$ cat src/rtl/uart_term_pkg.sv
// Shared constants and FSM encoding for the UART line terminal.
package uart_term_pkg;

  localparam int ASC_BEL   = 'h07;
  localparam int ASC_BS    = 'h08;
  localparam int ASC_DEL   = 'h7F;
  localparam int ASC_CR    = 'h0D;
  localparam int ASC_LF    = 'h0A;
  localparam int ASC_SP    = 'h20;
  localparam int ASC_TILDE = 'h7E;

  typedef enum logic [2:0] {
    IDLE,
    PROC,
    ECHO,
    ECHO2,
    DUMP,
    DUMP_CR,
    DUMP_LF
  } term_state_t;

endpackage

$ cat src/rtl/term_line_buf.sv
// Line buffer register file: one write port, an indexed read port and a
// newest-first window of the last DISP_BYTES characters.
module term_line_buf
  import uart_term_pkg::*;
#(
  parameter int DBIT       = 8,
  parameter int LINE_DEPTH = 16,
  parameter int DISP_BYTES = 4,
  parameter int LW         = $clog2(LINE_DEPTH + 1),
  parameter int AW         = $clog2(LINE_DEPTH)
) (
  input  logic                       clk,
  input  logic                       we,
  input  logic [AW-1:0]              waddr,
  input  logic [DBIT-1:0]            wdata,
  input  logic [AW-1:0]              raddr,
  output logic [DBIT-1:0]            rdata,
  input  logic [LW-1:0]              count,
  output logic [DISP_BYTES*DBIT-1:0] win_bytes,
  output logic [DISP_BYTES-1:0]      win_valid
);

  logic [DBIT-1:0] mem [LINE_DEPTH];

  always_ff @(posedge clk) begin
    if (we) mem[waddr] <= wdata;
  end

  assign rdata = mem[raddr];

  // Window slot i holds the character i positions behind the newest one.
  for (genvar i = 0; i < DISP_BYTES; i++) begin : g_win
    assign win_valid[i] = (count > LW'(i));
    assign win_bytes[i*DBIT +: DBIT] =
      win_valid[i] ? mem[AW'(count - LW'(i + 1))] : '0;
  end

endmodule

$ cat src/rtl/uart_line_terminal.sv
// Line-editing terminal between the UART FIFOs and the hex display: pops rx
// bytes, edits a line buffer, echoes, reports lines on CR and replays on request.
module uart_line_terminal
  import uart_term_pkg::*;
#(
  parameter int DBIT       = 8,
  parameter int LINE_DEPTH = 16,
  parameter int DISP_BYTES = 4,
  parameter int LW         = $clog2(LINE_DEPTH + 1)
) (
  input  logic                       clk,
  input  logic                       reset,
  input  logic                       rx_empty,
  input  logic [DBIT-1:0]            r_data,
  output logic                       rd_uart,
  input  logic                       tx_full,
  output logic [DBIT-1:0]            w_data,
  output logic                       wr_uart,
  input  logic                       echo_en,
  input  logic                       dump_req,
  output logic                       line_valid,
  output logic [LW-1:0]              line_len,
  output logic [DISP_BYTES*DBIT-1:0] disp_bytes,
  output logic [DISP_BYTES-1:0]      disp_valid,
  output logic                       overflow,
  output logic                       busy
);

  localparam int            AW   = $clog2(LINE_DEPTH);
  localparam logic [LW-1:0] FULL = LW'(LINE_DEPTH);

  term_state_t               state;
  logic [DBIT-1:0]           cur, e0, e1, e2;
  logic [1:0]                e_cnt;
  logic [LW-1:0]             count, idx;
  logic                      dump_pend, after_proc;
  logic                      buf_we;
  logic [DBIT-1:0]           buf_rdata;
  logic [DISP_BYTES*DBIT-1:0] win_bytes;
  logic [DISP_BYTES-1:0]     win_valid;

  function automatic logic is_print(input logic [DBIT-1:0] c);
    return (c >= DBIT'(ASC_SP)) && (c <= DBIT'(ASC_TILDE));
  endfunction

  function automatic logic is_bs(input logic [DBIT-1:0] c);
    return (c == DBIT'(ASC_BS)) || (c == DBIT'(ASC_DEL));
  endfunction

  term_line_buf #(
    .DBIT(DBIT), .LINE_DEPTH(LINE_DEPTH), .DISP_BYTES(DISP_BYTES), .LW(LW), .AW(AW)
  ) u_buf (
    .clk      (clk),
    .we       (buf_we),
    .waddr    (count[AW-1:0]),
    .wdata    (cur),
    .raddr    (idx[AW-1:0]),
    .rdata    (buf_rdata),
    .count    (count),
    .win_bytes(win_bytes),
    .win_valid(win_valid)
  );

  assign buf_we = (state == PROC) && is_print(cur) && (count != FULL);
  assign busy   = (state != IDLE);

  // The cycle right after PROC skips popping so the FIFO's empty flag settles.
  assign rd_uart = !reset && (state == IDLE) && !dump_pend && !after_proc && !rx_empty;

  always_comb begin
    w_data  = '0;
    wr_uart = 1'b0;
    case (state)
      ECHO:    begin w_data = e0;              wr_uart = 1'b1;          end
      ECHO2:   begin w_data = e1;              wr_uart = 1'b1;          end
      DUMP:    begin w_data = buf_rdata;       wr_uart = (idx != count); end
      DUMP_CR: begin w_data = DBIT'(ASC_CR);   wr_uart = 1'b1;          end
      DUMP_LF: begin w_data = DBIT'(ASC_LF);   wr_uart = 1'b1;          end
      default: ;
    endcase
    if (reset || tx_full) wr_uart = 1'b0;
  end

  always_ff @(posedge clk) begin
    if (reset) begin
      state      <= IDLE;
      count      <= '0;
      idx        <= '0;
      e_cnt      <= '0;
      dump_pend  <= 1'b0;
      after_proc <= 1'b0;
      line_valid <= 1'b0;
      line_len   <= '0;
      overflow   <= 1'b0;
      disp_bytes <= '0;
      disp_valid <= '0;
    end else begin
      line_valid <= 1'b0;
      after_proc <= (state == PROC);
      disp_bytes <= win_bytes;
      disp_valid <= win_valid;
      if (dump_req) dump_pend <= 1'b1;
      case (state)
        IDLE: begin
          if (dump_pend) begin
            state     <= DUMP;
            idx       <= '0;
            dump_pend <= dump_req;
          end else if (rd_uart) begin
            cur   <= r_data;
            state <= PROC;
          end
        end
        PROC: begin
          state <= IDLE;
          if (is_print(cur)) begin
            e_cnt <= 2'd1;
            if (count != FULL) begin
              count <= count + 1'b1;
              e0    <= cur;
            end else begin
              overflow <= 1'b1;
              e0       <= DBIT'(ASC_BEL);
            end
            if (echo_en) state <= ECHO;
          end else if (is_bs(cur)) begin
            if (count != '0) begin
              count <= count - 1'b1;
              e0    <= DBIT'(ASC_BS);
              e1    <= DBIT'(ASC_SP);
              e2    <= DBIT'(ASC_BS);
              e_cnt <= 2'd3;
              if (echo_en) state <= ECHO;
            end
          end else if (cur == DBIT'(ASC_CR)) begin
            line_valid <= 1'b1;
            line_len   <= count;
            count      <= '0;
            overflow   <= 1'b0;
            e0         <= DBIT'(ASC_CR);
            e1         <= DBIT'(ASC_LF);
            e_cnt      <= 2'd2;
            if (echo_en) state <= ECHO;
          end
        end
        ECHO: begin
          if (!tx_full) begin
            if (e_cnt == 2'd1) state <= IDLE;
            else begin
              state <= ECHO2;
              e_cnt <= e_cnt - 1'b1;
            end
          end
        end
        ECHO2: begin
          if (!tx_full) begin
            if (e_cnt == 2'd1) state <= IDLE;
            else begin
              e1    <= e2;
              e_cnt <= e_cnt - 1'b1;
            end
          end
        end
        DUMP: begin
          if (idx == count) state <= DUMP_CR;
          else if (!tx_full) idx <= idx + 1'b1;
        end
        DUMP_CR: if (!tx_full) state <= DUMP_LF;
        DUMP_LF: if (!tx_full) state <= IDLE;
        default: state <= IDLE;
      endcase
    end
  end

endmodule

$ cat config.mk
export PLATFORM = sky130hd
export DESIGN_NAME = uart_line_terminal
export DESIGN_NICKNAME = d
export VERILOG_FILES = /design/src/rtl/uart_term_pkg.sv /design/src/rtl/term_line_buf.sv /design/src/rtl/uart_line_terminal.sv
export SDC_FILE = /design/constraint.sdc
export NUM_CORES = 1
export LEC_CHECK = 0
export CAP_MARGIN = 5
export CELL_PAD_IN_SITES_DETAIL_PLACEMENT = 0
export CELL_PAD_IN_SITES_GLOBAL_PLACEMENT = 1
export CORE_ASPECT_RATIO = 2
export CORE_MARGIN = 4
export CORE_UTILIZATION = 54
export DETAILED_ROUTE_END_ITERATION = 10
export HOLD_SLACK_MARGIN = 0.02
export MAX_ROUTING_LAYER = met4
export PLACE_DENSITY_LB_ADDON = 0.1
export SETUP_SLACK_MARGIN = 0.1
export SYNTH_ARGS = -nofsm -noshare
export SYNTH_HDL_FRONTEND = slang
export SYNTH_HIERARCHICAL = 1
export SYNTH_SLANG_ARGS = --single-unit
$ cat constraint.sdc
create_clock -name clk -period 10.4 [get_ports clk]
set_input_delay 2.6 -clock clk [delete_from_list [all_inputs] [get_ports clk]]
set_output_delay 2.6 -clock clk [all_outputs]
set_load 0.01 [all_outputs]
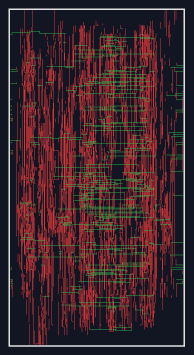
*Metal layers overlaid, run 1*
Scale: 1.5 px per um. Only two layers are drawn.
M2 -> red  # wire length 20.0 mm
M3 -> green  # wire length 3210 um
Via Count: 8829
post-DR wirelength/cell: 31.7 um
total track usage: 30.8%

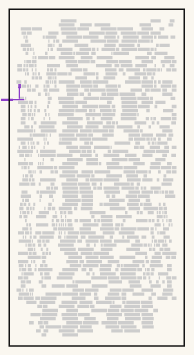
*I/O nets highlighted, run 1*
Scale: 1.5 px per um.
wr_uart -> purple  # bits 1, direction output, edge west, end cells 1, buffers 1, wire 17.1 um
# port buffers: 67
IO Count: 68

==> flow_summary.ini, run 1 <==
; flow metrics
[run_status]
outcome = finished, final reports clean

[route]
drc = 0
viasPerCell = 7.35
first_iter_violations = 1110

[floorplan]
die_area_um2 = 25900
die_x_um = 116
die_h_um = 223
coreArea_um2 = 22700

[clock_tree]
cts_setup_buffers = 0
insertion_delay_ns = 0.51
htree_levels = 1
clk_pin_slew_worst_paths_ns = 0.07
cts_made_buffers = 20
cts_hold_buf = 0
root_buffer = clkbuf_16
ctsLongestPathBuffers = 3
cts_sinks = 207
ctsResizeCount = 0
cts_tree = yes

[grt]
grt_start_max_net_pins = 57
grt-ovfl-total = 0
antenna_found_initial = 0
grt_pass1_vias = 8830
grt_pass1_wl_mm = 56.4

[min_path]
hp-start = e_cnt[1]
holdPathEnd = e_cnt[1]
hold_path_depth = 2

[setup_path]
cp_top_family = buffers and inverters
endpoint_kind = output pin
worstPathMaxFanout = 3
cp.depth = 4
worstPathBufferInverterCount = 2
ff2ff_setup_slack_ns = 6.55
r2r_start = cur[2]
cpMostUsedCell = clkdlybuf4s50_1
reg2reg_to = u_buf/mem[1][2]
rr_worst_depth = 8
worstSetupPathType = in -> out
critPathSlowestCell = clkdlybuf4s50_1
path_cells = clkdlybuf4s50_1 > or3_1 > nor3_1 > clkdlybuf4s50_1

[cells_and_area]
final_nets = 935
top_register = u_buf/mem
drive_gt1_share_pct = 22.6
reg.largest.list = u_buf/mem (128), disp_bytes (32)
final_common_cell = edfxtp_1
design_area_um2 = 13900

[synthesis]
compound_area_share_pct = 8.46
ff_type = edfxtp_1
syn_area_per_cell_um2 = 14.6
ys_ff = 207
yosys_warnings = 6
synth-async-reset-ratio_pct = 0
ys_area_um2 = 12500
synthDominantCellAreaShare_pct = 35.2
synth.distinct_cells = 78
edf_count = 147
area_leaders = edfxtp_1 (35%), mux4_2 (24%), dfxtp_1 (9.6%), mux4_1 (4.4%), mux2i_1 (4.2%)
yosysTopAreaCell = edfxtp_1
synth_cells = 861
top_logic_kind = multiplexers
fa_ha_area_share_pct = 1.40
ys_cells = 861
simple_gate_area_share_pct = 7.85
fp_nets = 889
muxShareOfSynthArea_pct = 32.5
synth_seq_share_pct = 44.8
synth_area_um2 = 12500

[placement]
placed_area_um2 = 13300
dp_hpwl_mm = 26.3
gp_congestion = 0.924
place_ws_ns = 3.74

[sta]
hold_viol = 0
setup_viol = 0
whs_ns = 0.490
relSlewSlack_pct = 11.5
finalClockSkew_ns = 0.0141
slew_violations = 0
finalCriticalPeriod_ns = 6.68
rsz0062_at_grt = no
timing.final.crit_share_pct = 64.2
fmax_ghz = 0.150
fin_setup_tns_ns = 0
layout_setup_ws_ns = 3.72

[power_and_ir_drop]
ir_drop_v = 0.000134
power_density_nw_per_um2 = 155
p_leak_nw = 4.43

[run]
warning_count = 34
drv_cap = 0
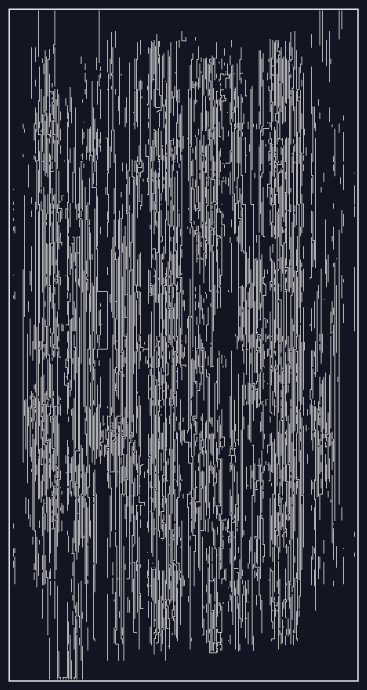
*Metal 2, run 1*
Scale: 3 px per um.
nets with wire on the layer = 838
share of all routed wire = 52%
longest straight run = 91.5 um
met2 Usage GRT: 51.7%
Routed WL: 38.1 mm

-- run 1: layer usage --
layer,track usage (%),vias up,share of wire [%]
li1,-,3624,-
met1,35.8,4460,32
met2,51.7,587,52
met3,3.12,158,8.4
met4,17.3,0,7.1
met5,-,-,0
-- run 1: synth_stat cells (13+ instances only) --
cell type    n
inv_1       16
o22ai_1     18
edfxtp_1   147
nand2_1     28
dfxtp_1     60
nor3_1      17
mux2i_1     52
buf_6       13
a21oi_1     36
ha_1        14
nor2b_1     41
a22oi_1     37
mux4_2     133
mux4_1      21
buf_2       18
clkbuf_1    19
nor2_1      52
-- run 1: stage by stage --
stage	std cells	total power [W]	utilization [%]
floorplan	861	0.00131	-
CTS	1201	0.00216	61.3
global route	1201	0.00223	61.3
finish	1201	0.00216	61.3
detailed placement	1165	0.00148	58.7
global placement	1165	0.00147	58.7
-- run 1: worst reg2reg max path, stage by stage, from the launching register on --
cell and delay (ns):
edfxtp_1 0.74, and4b_1 0.51, a21oi_1 0.21, buf_4 0.22, nand2_1 0.15, nor2_1 0.27
or3b_2 0.55, nor2_1 0.58, buf_4 0.32
-- run 1: layout make-up --
type	instances	area (um2)
multi-input combinational	570	6460
fill	1774	8800
tap	280	350
clock inverter	11	60.1
sequential	207	5620
inverter	18	67.6
clock buffer	25	541
timing repair buffer	90	838
-- run 1: worst max-delay path by stage --
stage | from | end | slack [ns]
2_1_floorplan | reset | rd_uart | 4.38
3_3_place_gp | rx_empty | rd_uart | 3.73
4_1_cts | rx_empty | rd_uart | 3.72
6_report | rx_empty | rd_uart | 3.72
5_1_grt | tx_full | wr_uart | 3.65
3_5_place_dp | tx_full | wr_uart | 3.74
-- run 1: power by group --
group	leakage, nW	switching (W)	internal, W
Sequential	1.81	0.0000492	0.000913
Clock	0.291	0.000318	0.000371
Combinational	2.33	0.000280	0.000229
--- run 2 (diff from run 1) ---
Settings changed: CORE_UTILIZATION 54 to 51.
Clock period 10.4 ns to 6.35 ns, I/O delays scaled along.
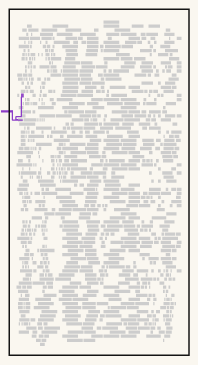
*I/O nets highlighted, run 2*
Scale: 1.5 px per um.
wr_uart -> purple  # bits 1, direction output, edge west, end cells 1, buffers 1, wire 34.4 um

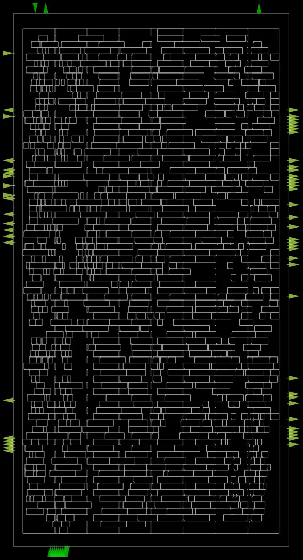
*Cell outlines without signal wires, run 2*
final core occ: 58.9%
core area: 24000 um2
Rows: 80

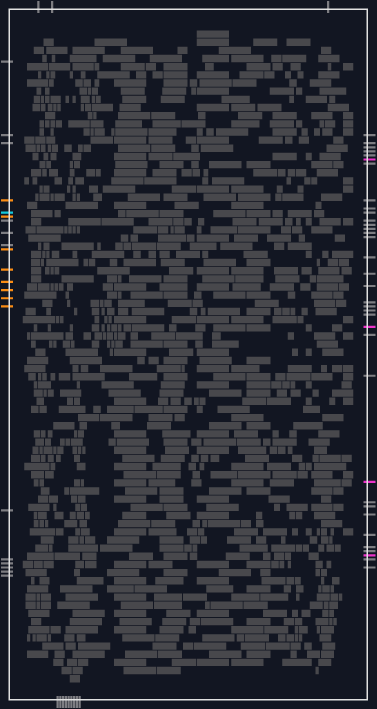
*Pin map, run 2*
Scale: 3 px per um. Pins as bars across the die edge, other pins in grey.
w_data -> orange  # pins 8, direction output, edge west
disp_valid -> magenta  # pins 4, direction output, edge east
wr_uart -> cyan  # pins 1, direction output, edge west
DIE HEIGHT: 230 um
die width: 119 um

==> run 2 against run 1 <==
Via count increased by 0.41%. Hold slack got worse by 0.013 ns. Critical endpoint is now w_data[5]. Core utilization decreased by 2.4 points. Final cell count increased by 2.0%. Largest power group unchanged. Die area increased by 5.6%. Non-clock buffer count increased by 15. Global-route usage decreased by 1.4 points.
==> flow_summary.ini, run 2 <==
; flow metrics
[run_status]
outcome = finished, final reports clean

[cells_and_area]
design_area_um2 = 14100
top_register = u_buf/mem
drive_gt1_share_pct = 24.0
reg.largest.list = u_buf/mem (128), disp_bytes (32)
final_common_cell = edfxtp_1

[route]
drt-total-wl_mm = 39.2
viasPerCell = 7.24
avgRoutedWirePerCell_um = 32.0
drc = 0
vias = 8865
first_iter_violations = 844

[clock_tree]
cts_tree = yes
htree_levels = 1
clk_pin_slew_worst_paths_ns = 0.06
cts_sinks = 207
cts_hold_buf = 0
cts_setup_buffers = 0
ctsResizeCount = 0

[floorplan]
die_area_um2 = 27300
pin_count = 68

[sta]
finalClockSkew_ns = 0.0224
timing.final.crit_share_pct = 81.5
relSlewSlack_pct = 2.90
finalCriticalPeriod_ns = 5.18
rsz0062_at_grt = no
setup_viol = 0
hold_viol = 0
fin_setup_tns_ns = 0

[synthesis]
ys_ff = 207
most_common_cell = edfxtp_1
synthDominantCellAreaShare_pct = 35.2
yosysTopAreaCell = edfxtp_1
synth_cells = 861
synth.distinct_cells = 78
top_cells_by_count = edfxtp_1 (147), mux4_2 (133), dfxtp_1 (60)
synth-async-reset-ratio_pct = 0
area_leaders = edfxtp_1 (35%), mux4_2 (24%), dfxtp_1 (9.6%), mux4_1 (4.4%), mux2i_1 (4.2%)
ff_type = edfxtp_1
synth_seq_share_pct = 44.8
yosys_warnings = 6
fp_nets = 889

[placement]
gp_congestion = 0.916
io_buffer_count = 67
dp_hpwl_mm = 27.7

[grt]
grt_start_max_net_pins = 55
grt-ovfl-total = 0
grt_pass1_wl_mm = 56.9
grt_use_total_pct = 29.4
antenna_found_initial = 1
grt_pass1_vias = 8958

[min_path]
worstHoldPathType = reg -> reg

[power_and_ir_drop]
power_density_nw_per_um2 = 258
p_leak_nw = 4.54

[setup_path]
worstSetupPathType = reg -> out
cp_top_family = multiplexers
endpoint_kind = output pin
path_cells = buf_4 > mux4_1 > mux4_2 > a22oi_1 > o21ai_0 > clkdlybuf4s50_1
worstPathBufferInverterCount = 2
critPathSlowestCell = dfxtp_2

[run]
warning_count = 34
drv_cap = 0
[run 2: worst paths after layout]
| path | from | to | slack (ns) | cells after the start |
|---|---|---|---|---|
| max | idx[1] | w_data[5] | 1.17 | 6 |
| max reg2reg | cur[2] | u_buf/mem[8][5] | 2.61 | 7 |
| min reg2reg | e_cnt[1] | e_cnt[1] | 0.48 | 2 |
| min | e_cnt[1] | e_cnt[1] | 0.48 | 2 |
[run 2: power by group]
part	switching [W]	internal, W
sequential	0.0000754	0.00150
clock	0.000523	0.000696
combinational	0.000469	0.000387
total	0.00107	0.00258
[run 2: cell families after synthesis]
family	synth area share, %
compound gates	8.46
xor+xnor	1.11
fa+ha+maj	1.40
buf+inv	3.90
flops	44.8
mux	32.5
other cells	0.0299
simple gates	7.85
[run 2: area by class of cell]
cell class | count | area, um2
fillers | 1908 | 9880
multi-input cells | 570 | 6460
flip-flops and latches | 207 | 5620
repair buffers | 105 | 951
clock buffers | 22 | 529
well taps | 287 | 359
clock inverters | 15 | 148
inverters | 18 | 67.6
diodes | 1 | 2.50
[run 2: layer usage]
layer  global-route usage, %  routed length [um]  vias up
li1                        -                   -     3668
met1                    31.2               12000     4447
met2                    51.9               21000      598
met3                    3.86                3420      152
met4                    17.7                2790        0
met5                       -                   0        -
[run 2: per-stage QoR]
stage | std cells | hold slack, ns | power, W | setup slack [ns]
final | 1225 | 0.478 | 0.00365 | 1.17
after global routing | 1225 | 0.503 | 0.00377 | 1.07
after CTS | 1224 | 0.479 | 0.00366 | 1.13
after detailed placement | 1187 | 0.464 | 0.00245 | 1.68
after global placement | 1187 | 0.462 | 0.00243 | 1.68
after floorplan | 861 | 0.448 | 0.00214 | 2.36
--- run 3 (diff from run 2) ---
Settings changed: CORE_UTILIZATION 51 to 46.
Clock period 6.35 ns to 4.4 ns, I/O delays scaled along.
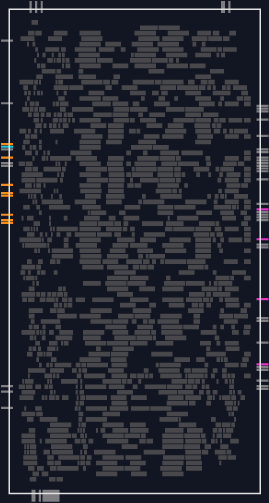
*Pin map, run 3*
Scale: 2 px per um. Pins as bars across the die edge, other pins in grey.
wr_uart -> cyan  # pins 1, direction output, edge west
w_data -> orange  # pins 8, direction output, edge west
disp_valid -> magenta  # pins 4, direction output, edge east
all pins by edge = 33 east, 17 west, 12 south, 6 north
DIE HEIGHT: 241 um
die width: 125 um

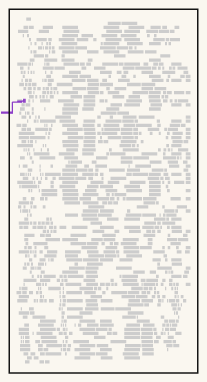
*I/O nets highlighted, run 3*
Scale: 1.5 px per um.
wr_uart -> purple  # bits 1, direction output, edge west, end cells 1, buffers 1, wire 19.4 um

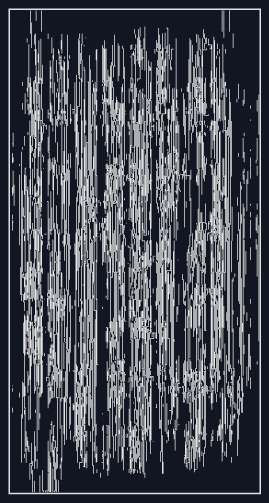
*Metal 2, run 3*
Scale: 2 px per um.
wire length on this layer = 22.6 mm
nets with wire on the layer = 855
Via Count: 8827
met2 Usage GRT: 51.5%
Routed WL: 41.0 mm

==> run 3 against run 2 <==
First-iteration DRC count decreased by 5.3%. Hold slack improved by 0.016 ns. Via count decreased by 0.43%. Sequential share of layout area decreased by 0.21 points. Global-route usage decreased by 1.7 points.
==> flow_summary.ini, run 3 <==
; flow metrics
[run_status]
outcome = finished, final reports clean

[cells_and_area]
regArea_um2 = 5630
drive_gt1_share_pct = 23.9
antenna_cells = 0
final_common_cell = edfxtp_1
top_register = u_buf/mem
fillCellCount = 2291
final_nets = 959
final-comb-area_um2 = 6430
reg.largest.list = u_buf/mem (128), disp_bytes (32)

[synthesis]
edf_count = 147
ff_type = edfxtp_1
area_leaders = edfxtp_1 (35%), mux4_2 (24%), dfxtp_1 (9.6%), mux4_1 (4.4%), mux2i_1 (4.2%)
ys_ff = 207
syn_area_per_cell_um2 = 14.6
synth_cells = 861
yosysTopAreaCell = edfxtp_1
synth_seq_share_pct = 44.8
synth.distinct_cells = 78
ys_area_um2 = 12500
most_common_cell = edfxtp_1
synth_area_um2 = 12500
synthDominantCellAreaShare_pct = 35.2
synth-async-reset-ratio_pct = 0
yosys_warnings = 6
ys_cells = 861

[power_and_ir_drop]
seqPwrFrac_pct = 43.8
p_sw_w = 0.00153
ir_drop_v = 0.000363
seq-power_w = 0.00224
swShare_pct = 29.8
clockPowerShare_pct = 31.2
power_clock_w = 0.00160
p_leak_nw = 4.53
power_density_nw_per_um2 = 361
power_leader = registers

[sta]
relSlewSlack_pct = 40.1
rsz0062_at_grt = no
setup_viol = 0
fmax_ghz = 0.237
hold_viol = 0
slew_violations = 0
finalCriticalPeriod_ns = 4.21
fin_setup_tns_ns = 0
timing.final.crit_share_pct = 95.7
finalClockSkew_ns = 0.0196

[clock_tree]
cts_tree = yes
insertion_delay_ns = 0.52
root_buffer = clkbuf_16
ctsLongestPathBuffers = 3
clk_pin_slew_worst_paths_ns = 0.06
htree_levels = 1
cts_sinks = 207
cts_setup_buffers = 0

[setup_path]
endpoint_kind = output pin
reg2reg_to = u_buf/mem[0][5]
worstPathMaxFanout = 18
rr_worst_depth = 8
ff2ff_setup_slack_ns = 0.86

[grt]
grt_pass1_wl_mm = 59.4
grt_use_met3_pct = 3.64
grt-ovfl-total = 0
busiest_layer = met2
antenna_found_initial = 0

[run]
drv_cap = 0
warning_count = 34

[placement]
gp_congestion = 0.909
dp.cells = 1256
io_buffer_count = 67
dp_hpwl_mm = 28.8

[route]
viasPerCell = 6.83
drc = 0
wl_met1_mm = 12.8
avgRoutedWirePerCell_um = 31.7
dr_wl_met3_mm = 2.85
top_layer_used = met4
wl_met2_mm = 22.6

[min_path]
holdPathEnd = line_len[2]
worstHoldPathType = reg -> reg
hp-start = line_len[2]

[floorplan]
die_area_um2 = 30100
num_rows = 85
[run 3: per-stage QoR]
stage | util, % | setup slack (ns) | cell area (um2)
final | 52.9 | 0.189 | 14200
after detailed placement | 50.5 | 0.450 | 13600
after CTS | 52.7 | 0.173 | 14200
after global routing | 52.9 | 0.100 | 14200
after global placement | 50.5 | 0.521 | 13600
after floorplan | - | 1.08 | 12500
[run 3: how the worst max path moves through the flow]
stage,from,endpoint,slack (ns),depth (start not counted)
3_3_place_gp,idx[0],w_data[1],0.52,7
2_1_floorplan,cur[0],u_buf/mem[0][0],1.08,8
3_5_place_dp,idx[0],w_data[1],0.45,7
6_report,idx[1],w_data[5],0.19,6
5_1_grt,idx[1],w_data[5],0.10,6
4_1_cts,idx[0],w_data[1],0.17,7
[run 3: timing repair]
| item | 4_1_cts | 5_1_grt |
|---|---|---|
| endpoints found under the setup margin | 7 | 2 |
| hold buffers | 0 | 0 |
| gates resized | 1 | 1 |
| gates cloned | 0 | 1 |
[run 3: cell families after synthesis]
family / after synthesis / share of synthesized area, %
buf+inv: 84 / 3.90
simple gates: 186 / 7.85
other cells: 1 / 0.0299
mux: 206 / 32.5
compound gates: 151 / 8.46
fa+ha+maj: 14 / 1.40
flops: 207 / 44.8
xor+xnor: 12 / 1.11
[run 3: worst max-delay path, cell delays in order, from the launching register on]
cell	delay, ns
dfxtp_2	0.42
buf_12	0.22
mux4_1	0.58
mux4_2	0.52
a22oi_1	0.22
o21ai_0	0.12
clkdlybuf4s50_1	0.50
[run 3: layout make-up]
type	count	area share (%)
inverters	18	0.475
flip-flops and latches	207	39.6
clock buffers	25	3.80
multi-input cells	570	45.2
repair buffers	114	7.49
well taps	348	3.06
clock inverters	11	0.414
Power figures rest on the tool's default switching activity, not on a simulated workload.
